File: src/rtl/seg7_pkg.sv
// Shared constants for the 4-digit 7-segment scan controller.
// Hex glyph table is active-high ABCDEFG; inversion happens at the decoder.
package seg7_pkg;

  localparam int NDIG = 4;

  localparam logic [7:0] SEG_OFF = 8'hFF;
  localparam logic [3:0] AN_OFF  = 4'hF;

  localparam logic [6:0] HEX_SEG [16] = '{
    7'b1111110, 7'b0110000, 7'b1101101, 7'b1111001,
    7'b0110011, 7'b1011011, 7'b1011111, 7'b1110000,
    7'b1111111, 7'b1111011, 7'b1110111, 7'b0011111,
    7'b1001110, 7'b0111101, 7'b1001111, 7'b1000111
  };

endpackage

File: src/rtl/seg7_hex_dec.sv
// Nibble + decimal point to active-low {A..G,Dp} pattern.
// Purely combinational; the caller registers the result.
module seg7_hex_dec
  import seg7_pkg::*;
(
  input  logic [3:0] nib_i,
  input  logic       dp_i,
  output logic [7:0] seg_o
);

  assign seg_o = {~HEX_SEG[nib_i], ~dp_i};

endmodule

File: src/rtl/seg7_scan_ctrl.sv
// 4-digit common-anode scan controller with blanking gap,
// frame-aligned value loading and leading-zero blanking.
module seg7_scan_ctrl
  import seg7_pkg::*;
#(
  parameter int SCAN_DIV  = 100000,
  parameter int BLANK_CYC = 1000
) (
  input  logic        CLK,
  input  logic        RST_N,
  input  logic        EN,
  input  logic        LOAD,
  input  logic [15:0] VALUE,
  input  logic [3:0]  DP_IN,
  input  logic        LZB,
  output logic        LOAD_ACK,
  output logic        FRAME,
  output logic [7:0]  SEG,
  output logic [3:0]  AN
);

  localparam int CW = $clog2(SCAN_DIV);
  localparam logic [CW-1:0] CNT_MAX = CW'(SCAN_DIV - 1);
  localparam logic [CW-1:0] CNT_ON  = CW'(BLANK_CYC);

  logic [CW-1:0] cnt_q, cnt_d;
  logic [1:0]    idx_q, idx_d;
  logic          run_q, run_d;
  logic [15:0]   disp_q, disp_d;
  logic [3:0]    ddp_q, ddp_d;
  logic [15:0]   pend_q, pend_d;
  logic [3:0]    pdp_q, pdp_d;
  logic          pflag_q, pflag_d;
  logic [7:0]    seg_q, seg_d;
  logic [3:0]    an_q, an_d;
  logic          frame_q, frame_d;
  logic          ack_q, ack_d;

  logic          bnd;
  logic          on;
  logic          lz_blank;
  logic [3:0]    nib;
  logic          dp;
  logic [7:0]    dec_seg;

  seg7_hex_dec u_dec (
    .nib_i (nib),
    .dp_i  (dp),
    .seg_o (dec_seg)
  );

  always_comb begin
    cnt_d   = cnt_q;
    idx_d   = idx_q;
    run_d   = run_q;
    disp_d  = disp_q;
    ddp_d   = ddp_q;
    pend_d  = pend_q;
    pdp_d   = pdp_q;
    pflag_d = pflag_q;
    frame_d = 1'b0;
    ack_d   = 1'b0;
    bnd     = 1'b0;

    if (!EN) begin
      cnt_d = '0;
      idx_d = '0;
      run_d = 1'b0;
    end else begin
      // first enabled edge restarts the frame like a wrap
      bnd   = !run_q || (cnt_q == CNT_MAX && idx_q == 2'd3);
      run_d = 1'b1;
      if (!run_q) begin
        cnt_d = '0;
        idx_d = '0;
      end else if (cnt_q == CNT_MAX) begin
        cnt_d = '0;
        idx_d = idx_q + 2'd1;
      end else begin
        cnt_d = cnt_q + 1'b1;
      end
      frame_d = bnd;
    end

    if (bnd && LOAD) begin
      disp_d  = VALUE;
      ddp_d   = DP_IN;
      pflag_d = 1'b0;
      ack_d   = 1'b1;
    end else if (bnd && pflag_q) begin
      disp_d  = pend_q;
      ddp_d   = pdp_q;
      pflag_d = 1'b0;
      ack_d   = 1'b1;
    end else if (LOAD) begin
      pend_d  = VALUE;
      pdp_d   = DP_IN;
      pflag_d = 1'b1;
    end
  end

  always_comb begin
    on       = EN && (cnt_d >= CNT_ON);
    nib      = disp_d[{idx_d, 2'b00} +: 4];
    dp       = ddp_d[idx_d];
    lz_blank = LZB && (idx_d != 2'd0)
               && ((disp_d >> {idx_d, 2'b00}) == 16'h0);
    an_d     = on ? ~(4'b0001 << idx_d) : AN_OFF;
    seg_d    = (on && !lz_blank) ? dec_seg : SEG_OFF;
  end

  always_ff @(posedge CLK or negedge RST_N) begin
    if (!RST_N) begin
      cnt_q   <= '0;
      idx_q   <= '0;
      run_q   <= 1'b0;
      disp_q  <= '0;
      ddp_q   <= '0;
      pend_q  <= '0;
      pdp_q   <= '0;
      pflag_q <= 1'b0;
      seg_q   <= SEG_OFF;
      an_q    <= AN_OFF;
      frame_q <= 1'b0;
      ack_q   <= 1'b0;
    end else begin
      cnt_q   <= cnt_d;
      idx_q   <= idx_d;
      run_q   <= run_d;
      disp_q  <= disp_d;
      ddp_q   <= ddp_d;
      pend_q  <= pend_d;
      pdp_q   <= pdp_d;
      pflag_q <= pflag_d;
      seg_q   <= seg_d;
      an_q    <= an_d;
      frame_q <= frame_d;
      ack_q   <= ack_d;
    end
  end

  assign SEG      = seg_q;
  assign AN       = an_q;
  assign FRAME    = frame_q;
  assign LOAD_ACK = ack_q;

endmodule
File: config.mk
export PLATFORM = sky130hd
export DESIGN_NAME = seg7_scan_ctrl
export DESIGN_NICKNAME = d
export VERILOG_FILES = /design/src/rtl/seg7_pkg.sv /design/src/rtl/seg7_hex_dec.sv /design/src/rtl/seg7_scan_ctrl.sv
export SDC_FILE = /design/constraint.sdc
export NUM_CORES = 1
export LEC_CHECK = 0
export ABC_AREA = 1
export CORE_ASPECT_RATIO = 1.1
export CORE_MARGIN = 2
export CORE_UTILIZATION = 41
export DETAILED_ROUTE_END_ITERATION = 6
export SKIP_CTS_REPAIR_TIMING = 1
export SLEW_MARGIN = 15
export SYNTH_ARGS = -nofsm -noshare
export SYNTH_HDL_FRONTEND = slang
export SYNTH_SLANG_ARGS = --single-unit
File: constraint.sdc
create_clock -name CLK -period 2.5 [get_ports CLK]
set_input_delay 0.5 -clock CLK [delete_from_list [all_inputs] [get_ports CLK]]
set_output_delay 0.5 -clock CLK [all_outputs]
set_load 0.01 [all_outputs]
Fig. 1: run 1, metal 4
Supply wires on this layer in gray. Cells faint in the background.
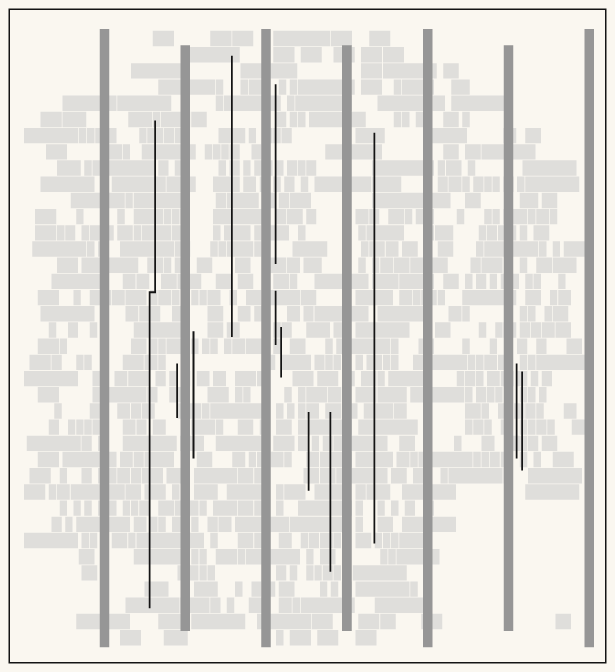
wire length on this layer = 346 um
nets with wire on the layer = 11
share of all routed wire = 3.3%
main direction = vertical
longest straight run = 68.7 um

Fig. 2: run 1, signal wires on met3
Bar = 20 um.
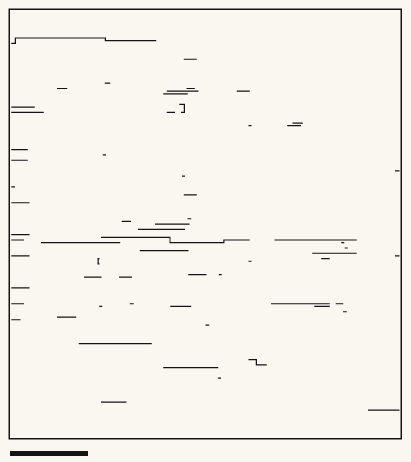
main direction = horizontal
longest straight run = 23.0 um
wire length on this layer = 355 um
met3 global-route usage: 2.99%
Routed WL: 10600 um
via count: 3836

Fig. 3: run 1, drive-strength map
Bar = 20 um.
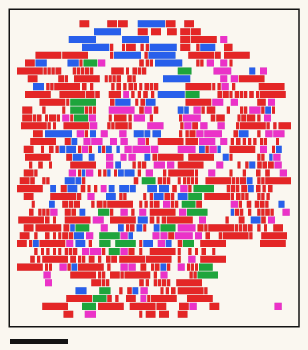
blue -> _2 cells  # cells 81, share 12%
green -> _6 and larger  # cells 24, share 3.7%
red -> _0 and _1 cells  # cells 443, share 68%
magenta -> _3 and _4 cells  # cells 101, share 16%

==> impl_metrics.toml, run 1 <==
# synthesis and place-and-route metrics
[logic_synthesis]
ys_sh_mux_pct = 1.09
ys_seq_share_pct = 45.6
syn_area_per_cell_um2 = 7.96
synth-edff-count = 0
async_flop_share_pct = 100
ys_sh_xor_pct = 1.06

[critical_path]
crit_chain = "nand2_1 -> inv_2 -> nand2_1 -> nor2_4 -> nand3_4 -> nand2_8 -> nand3_4 -> buf_12 -> nand3_1 -> nand3_2 -> nand2_1 -> inv_2 -> nand2_2 -> inv_4 -> ha_4 -> nand3_2 -> a21oi_2 -> nand2_1 -> nor2_2 -> a21oi_4 -> nand2_1"
startpoint = "cnt_q[10]"

[detailed_routing]
drtAntennaViolNets = 0
wl_met2_um = 5460

[clocking]
clockBufferDepth = 2
cts_tree = "done"
cts_buffers = 9

[floorplanning]
well_tap_count = 120
fp_util_pct = 42.2

[job]
warnings = 32

[cells_and_area]
final_cells = 769
seq_area_um2 = 1890
post-route-util_pct = 58.1

[grt]
globalRouteTotalUtil_pct = 20.1
use_met1_pct = 23.1
grt_max_degree = 45

[outcome]
violations = "negative setup slack"
status = "finished with violations"

[sta]
fin_tns_setup_ns = -0.483
final.setup.worst_slack_ns = -0.0718
relSlewSlack_pct = 58.3
setup_violations = 8
--- run 2 (diff from run 1) ---
--- a/config.mk
+++ b/config.mk
@@ -7,7 +7,6 @@
 export LEC_CHECK = 0
 export ABC_AREA = 1
 export CORE_ASPECT_RATIO = 1.1
-export CORE_MARGIN = 2
 export CORE_UTILIZATION = 41
 export DETAILED_ROUTE_END_ITERATION = 6
 export SKIP_CTS_REPAIR_TIMING = 1
Fig. 4: run 2, signal wires by layer
Bar = 20 um.
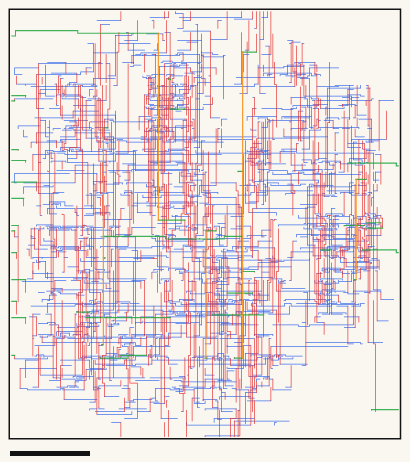
green -> metal 3  # wire length 236 um
blue -> metal 1  # wire length 4490 um
red -> metal 2  # wire length 5420 um
orange -> metal 4  # wire length 243 um

==> run 2 against run 1 <==
The run ends with design-rule violations, negative setup slack left. Final cell count decreased by 0.91%. Flip-flop count unchanged. Hold slack got worse by 0.0093 ns. Clock skew increased by 0.0016 ns. First-iteration DRC count increased by 11%. Register-to-register slack got worse by 0.02 ns. Critical path type is now primary input to flop. Critical endpoint unchanged. Highest routed layer unchanged.
==> impl_metrics.toml, run 2 <==
# synthesis and place-and-route metrics
[outcome]
status = "finished with violations"
violations = "design-rule violations, negative setup slack"

[floorplanning]
fp_util_pct = 42.2
well_tap_count = 120

[sta]
fin_tns_setup_ns = -0.636
final.setup.worst_slack_ns = -0.0904
relSlewSlack_pct = 59.0
setup_violations = 8

[pwr]
power-top-group = "sequential cells"

[critical_path]
critPathMaxFanout = 8
crit_chain = "clkdlybuf4s50_1 -> inv_2 -> a21oi_4 -> nand3_4 -> nand2_2 -> nand3_2 -> nand2_2 -> nand2_2 -> nand2_1 -> nand2_1 -> nand2_2 -> inv_2 -> ha_4 -> nand3_2 -> a21oi_2 -> nand2_1 -> nor2_2 -> a21oi_4 -> nand2_1"
startpoint = "EN"

[cells_and_area]
seq_area_um2 = 1890
post-route-util_pct = 58.0
final_cells = 762

[logic_synthesis]
ys_seq_share_pct = 45.6
ys_sh_xor_pct = 1.06
synth-edff-count = 0
syn_area_per_cell_um2 = 7.96
ys_sh_mux_pct = 1.09
async_flop_share_pct = 100

[grt]
grt_max_degree = 47
use_met3_pct = 2.27
use_met1_pct = 24.3

[detailed_routing]
route.detailed.drc = 2
wl_um = 10400
route.vias.total = 3747
drtAntennaViolNets = 0

[clocking]
cts_tree = "done"
clockBufferDepth = 2
cts_buffers = 9

[job]
warnings = 32
Power is estimated from default activity; no workload was simulated.
